$ cat config.mk
export PLATFORM = sky130hd
export DESIGN_NAME = qspi_flash_responder
export DESIGN_NICKNAME = d
export VERILOG_FILES = /design/src/rtl/qspi_flash_responder.sv
export SDC_FILE = /design/constraint.sdc
export NUM_CORES = 1
export LEC_CHECK = 0
export ABC_AREA = 1
export CORE_MARGIN = 2
export CORE_UTILIZATION = 60
export DETAILED_ROUTE_END_ITERATION = 6
export PLACE_DENSITY = 0.83
export SYNTH_ARGS = -nofsm -noshare
export SYNTH_HDL_FRONTEND = slang
export SYNTH_SLANG_ARGS = --single-unit
$ cat constraint.sdc
create_clock -name mclk -period 5.7 [get_ports mclk]
set_clock_uncertainty 0.2 [all_clocks]
set_input_delay 0.855 -clock mclk [delete_from_list [all_inputs] [get_ports mclk]]
set_output_delay 0.855 -clock mclk [all_outputs]
set_load 0.1 [all_outputs]
$ cat src/rtl/qspi_flash_responder.sv
// Quad-SPI NOR flash stand-in (SPI mode 0) serving reads from an external byte-wide memory port.
// Define QSPI_QUAD_READ_EN to decode opcode 0x6B (quad output read with dummy cycles).
module qspi_flash_responder #(
   parameter int          ADDR_W    = 24,
   parameter logic [23:0] JEDEC_ID  = 24'hEF4018,
   parameter int          DUMMY_CYC = 8
) (
   input  logic              mclk,
   input  logic              RESET,
   input  logic              sck,
   input  logic              cs_n,
   input  logic [3:0]        io_in,
   output logic [3:0]        io_out,
   output logic [3:0]        io_oe,
   output logic [ADDR_W-1:0] mem_addr,
   output logic              mem_rd,
   input  logic [7:0]        mem_data,
   output logic              busy,
   output logic [7:0]        last_cmd
);
   localparam int CNT_W = 8;
`ifdef QSPI_QUAD_READ_EN
   localparam logic [3:0] OE_MASK = 4'b1111;
`else
   localparam logic [3:0] OE_MASK = 4'b0010;
`endif

   typedef enum logic [2:0] {
      IDLE, CMD, ADDR, DATA1, ID, IGNORE
`ifdef QSPI_QUAD_READ_EN
      , DUMMY, DATA4
`endif
   } state_t;

   function automatic logic [7:0] id_byte(input logic [1:0] idx);
      case (idx)
         2'd0:    id_byte = JEDEC_ID[23:16];
         2'd1:    id_byte = JEDEC_ID[15:8];
         default: id_byte = JEDEC_ID[7:0];
      endcase
   endfunction

   logic              sck_s1_q, sck_s2_q, sck_s3_q;
   logic              cs_s1_q, cs_s2_q, cs_s3_q;
   logic [3:0]        io_s1_q, io_s2_q;
   logic              rise, fall, cs_hi, cs_fall, io0;
   logic              unused_io;

   state_t            state_q, state_d;
   logic [CNT_W-1:0]  cnt_q, cnt_d;
   logic [7:0]        cmd_sh_q, cmd_sh_d, opcode;
   logic [ADDR_W-1:0] addr_sh_q, addr_sh_d;
   logic [7:0]        sh_q, sh_d, pf_q, pf_d;
   logic [1:0]        id_idx_q, id_idx_d;
   logic              first_q, first_d, rd_dly_q, rd_dly_d;
   logic [3:0]        io_out_q, io_out_d, oe_q, oe_d;
   logic [ADDR_W-1:0] mem_addr_q, mem_addr_d;
   logic              mem_rd_q, mem_rd_d, busy_q, busy_d;
   logic [7:0]        last_cmd_q, last_cmd_d;
`ifdef QSPI_QUAD_READ_EN
   logic              quad_q, quad_d;
`endif

   // Pad synchronizers; only the synced copies are used below.
   always_ff @(posedge mclk) begin
      sck_s1_q <= sck;
      sck_s2_q <= sck_s1_q;
      sck_s3_q <= sck_s2_q;
      cs_s1_q  <= cs_n;
      cs_s2_q  <= cs_s1_q;
      cs_s3_q  <= cs_s2_q;
      io_s1_q  <= io_in;
      io_s2_q  <= io_s1_q;
   end

   assign rise    = sck_s2_q & ~sck_s3_q;
   assign fall    = ~sck_s2_q & sck_s3_q;
   assign cs_hi   = cs_s2_q;
   assign cs_fall = cs_s3_q & ~cs_s2_q;
   assign io0     = io_s2_q[0];
   // IO1..IO3 are never inputs for the supported commands.
   assign unused_io = ^io_s2_q[3:1];

   always_comb begin
      state_d    = state_q;
      cnt_d      = cnt_q;
      cmd_sh_d   = cmd_sh_q;
      addr_sh_d  = addr_sh_q;
      sh_d       = sh_q;
      pf_d       = pf_q;
      id_idx_d   = id_idx_q;
      first_d    = first_q;
      rd_dly_d   = mem_rd_q;
      io_out_d   = io_out_q;
      oe_d       = oe_q;
      mem_addr_d = mem_addr_q;
      mem_rd_d   = 1'b0;
      last_cmd_d = last_cmd_q;
      opcode     = {cmd_sh_q[6:0], io0};
`ifdef QSPI_QUAD_READ_EN
      quad_d     = quad_q;
`endif
      if (cs_hi) begin
         state_d = IDLE;
         cnt_d   = '0;
         oe_d    = '0;
         first_d = 1'b0;
      end else begin
         // Read data returns one mclk after the strobe: first byte goes straight to the shifter.
         if (rd_dly_q) begin
            if (first_q) begin
               sh_d       = mem_data;
               first_d    = 1'b0;
               mem_addr_d = mem_addr_q + 1'b1;
               mem_rd_d   = 1'b1;
            end else begin
               pf_d = mem_data;
            end
         end
         case (state_q)
            IDLE: if (cs_fall) begin
               state_d = CMD;
               cnt_d   = '0;
            end
            CMD: if (rise) begin
               cmd_sh_d = opcode;
               cnt_d    = cnt_q + 1'b1;
               if (cnt_q == CNT_W'(7)) begin
                  last_cmd_d = opcode;
                  cnt_d      = '0;
                  case (opcode)
                     8'h9F: begin
                        state_d  = ID;
                        sh_d     = id_byte(2'd0);
                        id_idx_d = 2'd1;
                        oe_d     = 4'b0010;
                     end
                     8'h03: begin
                        state_d = ADDR;
`ifdef QSPI_QUAD_READ_EN
                        quad_d  = 1'b0;
                     end
                     8'h6B: begin
                        state_d = ADDR;
                        quad_d  = 1'b1;
`endif
                     end
                     default: state_d = IGNORE;
                  endcase
               end
            end
            ADDR: if (rise) begin
               addr_sh_d = {addr_sh_q[ADDR_W-2:0], io0};
               cnt_d     = cnt_q + 1'b1;
               if (cnt_q == CNT_W'(ADDR_W - 1)) begin
                  cnt_d      = '0;
                  mem_addr_d = {addr_sh_q[ADDR_W-2:0], io0};
                  mem_rd_d   = 1'b1;
                  first_d    = 1'b1;
`ifdef QSPI_QUAD_READ_EN
                  if (quad_q) begin
                     state_d = DUMMY;
                  end else begin
                     state_d = DATA1;
                     oe_d    = 4'b0010;
                  end
`else
                  state_d = DATA1;
                  oe_d    = 4'b0010;
`endif
               end
            end
            DATA1, ID: if (fall) begin
               io_out_d = {2'b00, sh_q[7], 1'b0};
               sh_d     = {sh_q[6:0], 1'b0};
               cnt_d    = cnt_q + 1'b1;
               if (cnt_q == CNT_W'(7)) begin
                  cnt_d = '0;
                  if (state_q == ID) begin
                     sh_d     = id_byte(id_idx_q);
                     id_idx_d = (id_idx_q == 2'd2) ? 2'd0 : id_idx_q + 2'd1;
                  end else begin
                     sh_d       = pf_q;
                     mem_addr_d = mem_addr_q + 1'b1;
                     mem_rd_d   = 1'b1;
                  end
               end
            end
`ifdef QSPI_QUAD_READ_EN
            DUMMY: if (rise) begin
               cnt_d = cnt_q + 1'b1;
               if (cnt_q == CNT_W'(DUMMY_CYC - 1)) begin
                  cnt_d   = '0;
                  state_d = DATA4;
               end
            end
            DATA4: if (fall) begin
               oe_d     = 4'b1111;
               io_out_d = sh_q[7:4];
               sh_d     = {sh_q[3:0], 4'h0};
               cnt_d    = cnt_q + 1'b1;
               if (cnt_q == CNT_W'(1)) begin
                  cnt_d      = '0;
                  sh_d       = pf_q;
                  mem_addr_d = mem_addr_q + 1'b1;
                  mem_rd_d   = 1'b1;
               end
            end
`endif
            default: ;
         endcase
      end
      busy_d = (state_d != IDLE);
   end

   always_ff @(posedge mclk) begin
      if (RESET) begin
         state_q    <= IDLE;
         cnt_q      <= '0;
         first_q    <= 1'b0;
         rd_dly_q   <= 1'b0;
         io_out_q   <= '0;
         oe_q       <= '0;
         mem_addr_q <= '0;
         mem_rd_q   <= 1'b0;
         busy_q     <= 1'b0;
         last_cmd_q <= '0;
      end else begin
         state_q    <= state_d;
         cnt_q      <= cnt_d;
         first_q    <= first_d;
         rd_dly_q   <= rd_dly_d;
         io_out_q   <= io_out_d;
         oe_q       <= oe_d;
         mem_addr_q <= mem_addr_d;
         mem_rd_q   <= mem_rd_d;
         busy_q     <= busy_d;
         last_cmd_q <= last_cmd_d;
      end
      cmd_sh_q  <= cmd_sh_d;
      addr_sh_q <= addr_sh_d;
      sh_q      <= sh_d;
      pf_q      <= pf_d;
      id_idx_q  <= id_idx_d;
`ifdef QSPI_QUAD_READ_EN
      quad_q    <= quad_d;
`endif
   end

   assign io_out   = io_out_q;
   assign io_oe    = oe_q & OE_MASK;
   assign mem_addr = mem_addr_q;
   assign mem_rd   = mem_rd_q;
   assign busy     = busy_q;
   assign last_cmd = last_cmd_q;
endmodule
Fig. 1: run 1, the metal 1 layer
Cells faint in the background.
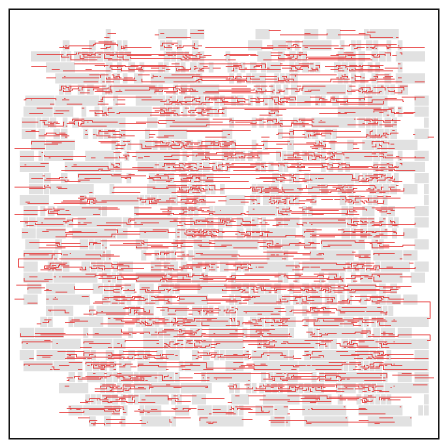
longest straight run	38.9 um
main direction	horizontal
met1 usage: 44.0%
final wirelength: 17200 um
vias: 6000

Fig. 2: run 1, signal wires on met2
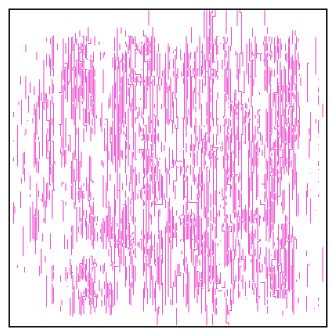
wire length on this layer	7810 um
main direction	vertical
longest straight run	44.2 um
met2 usage: 49.0%

==> impl_metrics.yaml, run 1 <==
# physical design summary
setup_path:
  cpPeakStageDelay_ps: 1200
  path_depth: 1
  rr_startpoint: "first_q"
  cp-endpoint: "mem_addr[10]"
  critPathCaptureType: "output port"
  path_max_fanout: 7
  ff2ff_setup_slack_ps: 2770
  path_class: "register to output port"
  arrival_ps: 2110
  cp-start-kind: "register"
  critPathBufInv: 1
  crit_chain: "clkdlybuf4s50_1"
  startpoint: "mem_addr[10]"
  cp.required_ps: 4640
  reg2reg_depth: 9
clock_tree:
  cts_made_buffers: 9
  worstSkewPairLatency_ps: 400
  cts_max_path_buffers: 2
  clk_pin_slew_ps: 110
  post_cts_resized: 0
  htree_levels: 3
  cts_tree: "built"
  postCtsSetupBuffers: 0
  clock-sinks: 105
  root_buffer: "clkbuf_8"
  hold_buffers: 0
global_route:
  gr-total-overflow: 0
  grt_first_pass_wirelength_um: 27800
  grtUsageTotal_pct: 31.8
  grt_pass1_vias: 5597
  grt_max_degree: 41
synthesis:
  postSynthAreaPerCell_um2: 7.36
  ys_ff: 105
  ys_seq_share_pct: 42.0
  syn_area_mm2: 0.00615
  edf_count: 48
  synthDistinctLibCells: 52
  synth_top_area_share_pct: 23.4
  area_leaders: "edfxtp_1 23%, dfxtp_1 19%, nand2_1 13%"
  yosysTopAreaCell: "edfxtp_1"
  async_reset_ff_share_pct: 0
  ff_type: "dfxtp_1"
  common_cells: "215 x nand2_1, 89 x nand3_1, 86 x inv_1"
  synthCells: 835
  ys_cells: 835
  yosysWarnings: 0
pwr:
  p_leak_nw: 2.77
  switchingPower_w: 0.000475
  clkPwrFrac_pct: 31.3
  sw_frac_of_total_pct: 31.2
  power_frac_seq_pct: 54.2
  p_int_w: 0.00105
final_timing:
  grt_setup_unrepaired: "no"
  tightest_slew_ps: 1150
  period_used_pct: 55.6
  max_slew_margin_pct: 22.8
  finalSetupTns_ps: 0
  layout_min_cycle_time_ps: 3170
  setup_violations: 0
  hold_viol: 0
layout:
  largest_register_ffs: 24
  layout_top_cells: "215 x nand2_1, 89 x nand3_1, 86 x inv_1"
  final_util_pct: 69.9
  nets: 898
  fillerInstances: 835
  area.growth.synth_to_final_pct: 12.1
  final_layout_top_logic_cell: "nand2_1"
  n_antenna_cell: 0
  drive_gt1_share_pct: 8.51
status:
  status: "complete, no violations"
placed_design:
  post-dp-hpwl_um: 11800
  portBuffers: 48
  place_congestion: 0.987
min_path:
  hp-class: "register to register"
  hold_end: "sck_s2_q"
  hp-start: "sck_s1_q"
drt:
  vias_per_cell: 5.92
  drt_iter0_drc: 700
  drcViolationCount: 0
  drtPass1Iterations: 6
die:
  core_mm2: 0.00986
  die_h_um: 105
  chipArea_mm2: 0.0111
  pin_count: 58
  rows: 36
job:
  warning_count: 32
  drv_cap: 0
Fig. 3: run 1, met3 routing
Cells faint in the background.
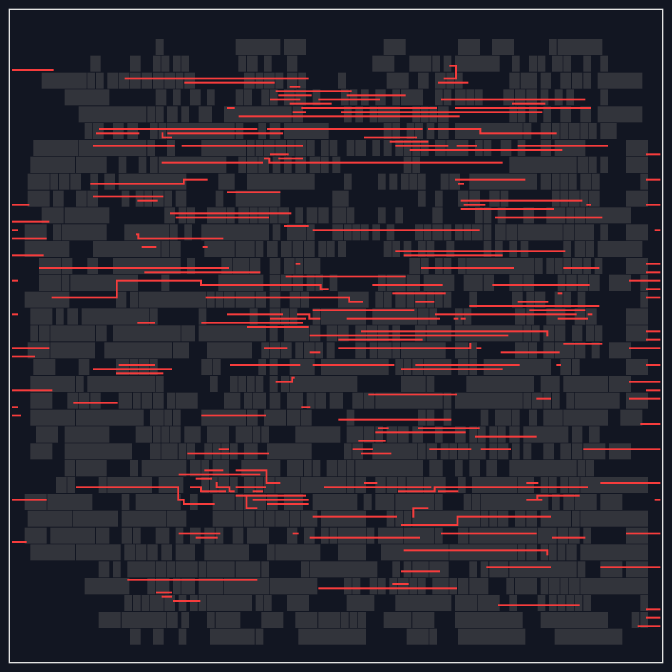
longest straight run	37.5 um
main direction	horizontal
wire length on this layer	1900 um
nets with wire on the layer	129
grt met3 use: 5.50%

Fig. 4: run 1, metal 4
The bar under the picture is 20 um long. Cells faint in the background.
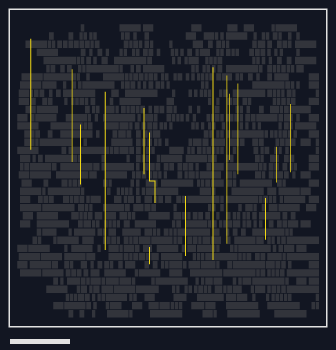
longest straight run	63.9 um
main direction	vertical

==> run 1: area by class of cell <==
class / count / area [um2] / area share (%)
clock buffer: 10 / 149 / 2.16
clock inverter: 6 / 48.8 / 0.708
inverter: 100 / 380 / 5.52
multi-input combinational: 607 / 3050 / 44.2
sequential: 105 / 2580 / 37.5
tap: 133 / 166 / 2.41
timing repair buffer: 53 / 518 / 7.51
==> run 1: logic make-up after synthesis <==
logic type	Yosys count	share of synthesized area, %
simple gates	438	33.2
buf+inv	128	8.81
other cells	1	0.0610
fa+ha+maj	6	1.22
xor+xnor	9	1.28
mux	3	0.488
compound gates	145	13.0
flops	105	42.0
==> run 1: stage by stage <==
step / setup slack (ps) / std cells / hold WS (ps) / total power (W) / cell area [um2]
after CTS: 2520 / 1014 / 141 / 0.00152 / 6890
after detailed placement: 2560 / 998 / 117 / 0.00106 / 6700
final: 2530 / 1014 / 140 / 0.00152 / 6890
after global placement: 2620 / 998 / 111 / 0.00105 / 6700
after floorplan: 2690 / 840 / 110 / 0.00100 / 6170
after global routing: 2480 / 1014 / 143 / 0.00157 / 6890
==> run 1: per-layer routing <==
layer / global-route usage (%) / vias up / routed length [um]
met3: 5.50 / 40 / 1900
met1: 44.0 / 2766 / 7020
met2: 49.0 / 367 / 7810
met4: 14.0 / 0 / 430
li1: - / 2827 / -
met5: 0 / - / 0
==> run 1: power by group through the flow <==
stage	logic (W)	registers, W	clock network, W
5_1_grt	0.000234	0.000827	0.000507
6_report	0.000220	0.000824	0.000476
4_1_cts	0.000218	0.000824	0.000481
2_1_floorplan	0.0000965	0.000908	0
3_5_place_dp	0.000217	0.000841	0
3_3_place_gp	0.000211	0.000839	0
## Run 2: what changed since run 1
--- a/config.mk
+++ b/config.mk
@@ -7,9 +7,9 @@
 export LEC_CHECK = 0
 export ABC_AREA = 1
 export CORE_MARGIN = 2
-export CORE_UTILIZATION = 60
+export CORE_UTILIZATION = 58
 export DETAILED_ROUTE_END_ITERATION = 6
-export PLACE_DENSITY = 0.83
+export PLACE_DENSITY = 0.81
 export SYNTH_ARGS = -nofsm -noshare
 export SYNTH_HDL_FRONTEND = slang
 export SYNTH_SLANG_ARGS = --single-unit
==> constraint.sdc (replaced) <==
create_clock -name mclk -period 3.3 [get_ports mclk]
set_clock_uncertainty 0.2 [all_clocks]
set_input_delay 0.495 -clock mclk [delete_from_list [all_inputs] [get_ports mclk]]
set_output_delay 0.495 -clock mclk [all_outputs]
set_load 0.1 [all_outputs]
Fig. 5: run 2, metal 4
The bar under the picture is 20 um long. Cells faint in the background.
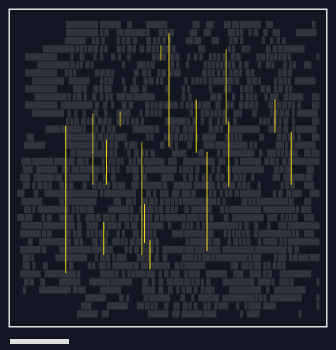
wire length on this layer	333 um
main direction	vertical
share of all routed wire	2.0%
nets with wire on the layer	12
final wirelength: 16400 um
vias: 5866

==> run 2 against run 1 <==
Setup slack worse by 1700 ps; final area down 0.45%; highest routed layer unchanged; via count fell by 2.2%; final cell count grew 0.89%; core utilization shrank 3.4 points; area after synthesis did not move; wire length decreased by 4.4%; die area grew 3.3%; sequential power increased by 72%; critical path type is now register to register; hold slack lost 3.6 ps; critical path depth rose by 5.
==> impl_metrics.yaml, run 2 <==
# physical design summary
status:
  status: "complete, no violations"
synthesis:
  synthDistinctLibCells: 52
  async_reset_ff_share_pct: 0
  yosysTopAreaCell: "edfxtp_1"
  postSynthAreaPerCell_um2: 7.36
  area_leaders: "edfxtp_1 23%, dfxtp_1 19%, nand2_1 13%"
  ys_ff: 105
  syn_area_mm2: 0.00615
  yosysWarnings: 0
  synthCells: 835
  ys_seq_share_pct: 42.0
  common_cells: "215 x nand2_1, 89 x nand3_1, 86 x inv_1"
  synth_top_area_share_pct: 23.4
layout:
  drive_gt1_share_pct: 13.2
  nets: 904
  area.growth.synth_to_final_pct: 11.6
  final_layout_top_logic_cell: "nand2_1"
  fillerInstances: 913
  final_util_pct: 66.5
  n_antenna_cell: 0
  layout_top_cells: "215 x nand2_1, 89 x nand3_1, 86 x inv_1"
  largest_register_ffs: 24
clock_tree:
  cts_tree: "built"
  clock-sinks: 105
  post_cts_resized: 0
  hold_buffers: 0
  clk_pin_slew_ps: 100
  htree_levels: 3
  root_buffer: "clkbuf_8"
  cts_max_path_buffers: 2
  postCtsSetupBuffers: 0
drt:
  vias_per_cell: 5.73
  drtPass1Iterations: 7
  met1_length_um: 7240
  routed-wl-met2_um: 7400
  drcViolationCount: 0
  ant_nets: 0
  drt_iter0_drc: 568
  highest_layer: "met4"
pwr:
  total_power_w: 0.00266
  p_leak_nw: 2.87
die:
  rows: 37
  core_mm2: 0.0103
  pin_count: 58
  die_w_um: 107
  chipArea_mm2: 0.0114
  die_h_um: 107
global_route:
  met1_usage_pct: 41.6
  grt_pass1_vias: 5587
  grt_first_pass_wirelength_um: 27100
  gr-total-overflow: 0
setup_path:
  path_class: "register to register"
  arrival_ps: 2620
  path_max_fanout: 29
  critPathCaptureType: "register"
  cp-start-kind: "register"
final_timing:
  hold_ws_ps: 137
  max_slew_margin_pct: 44.0
  grt_setup_unrepaired: "no"
  finalSetupTns_ps: 0
  period_used_pct: 75.5
  tightest_slew_ps: 839
  hold_viol: 0
  finalMaxSlewViolations: 0
job:
  warning_count: 32
  drv_cap: 0
placed_design:
  portBuffers: 48
  place_congestion: 0.995
  post-dp-hpwl_um: 11700
min_path:
  hp-class: "register to register"
Fig. 6: run 2, track usage over the die
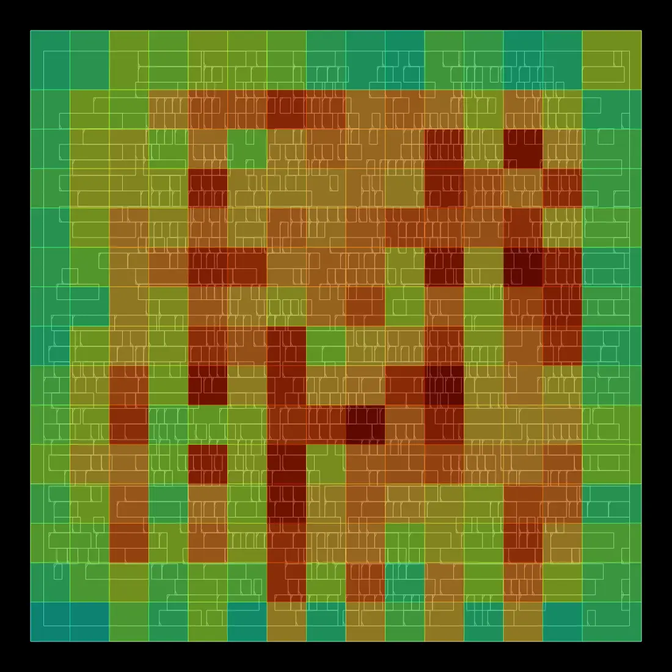
grt met3 use: 6.63%
met2 usage: 46.8%
total global-route track usage: 30.3%
wire per inst: 16.0 um

-- run 2: kinds of logic (layout without fill, tap and decap cells) --
logic type / count (synthesis) / in the layout / share of synthesized area, %
buffers and inverters: 128 / 175 / 8.81
adder cells (fa/ha/maj): 6 / 6 / 1.22
AND/OR/NAND/NOR: 438 / 438 / 33.2
other: 1 / 6 / 0.0610
XOR/XNOR: 9 / 9 / 1.28
AND-OR/OR-AND: 145 / 145 / 13.0
multiplexers: 3 / 3 / 0.488
flip-flops: 105 / 105 / 42.0
-- run 2: worst paths after layout --
check / from / end / slack (ps) / depth (start not counted)
max: cs_hi / last_cmd[2] / 810 / 6
min: cs_s1_q / cs_hi / 140 / 0
max reg2reg: cs_hi / last_cmd[2] / 810 / 6
min reg2reg: cs_s1_q / cs_hi / 140 / 0
-- run 2: layout make-up --
type	instances	area, um2	share of cell area (%)
Inverter	100	380	5.54
Clock buffer	9	124	1.81
Timing Repair Buffer	59	473	6.89
Tap cell	136	170	2.48
Sequential cell	105	2580	37.6
Multi-Input combinational cell	607	3050	44.4
Clock inverter	7	83.8	1.22
-- run 2: metrics by stage --
stage	worst slack, ps	area [um2]	instances
3_3_place_gp	994	6650	1007
2_1_floorplan	286	6170	840
4_1_cts	870	6860	1023
5_1_grt	658	6860	1023
6_report	808	6860	1023
3_5_place_dp	914	6650	1007
-- run 2: where the power goes --
| part | internal, W | switching (W) |
|---|---|---|
| logic | 0.0000924 | 0.000282 |
| registers | 0.00138 | 0.0000402 |
| clock network | 0.000367 | 0.000501 |
-- run 2: critical path: stages (launching register included) --
cell      delay, ps
dfxtp_1         320
buf_4           290
clkinv_1        560
buf_4           460
nand2_2         280
o21ai_0         140
a21oi_1         150
Power is estimated from default activity; no workload was simulated.
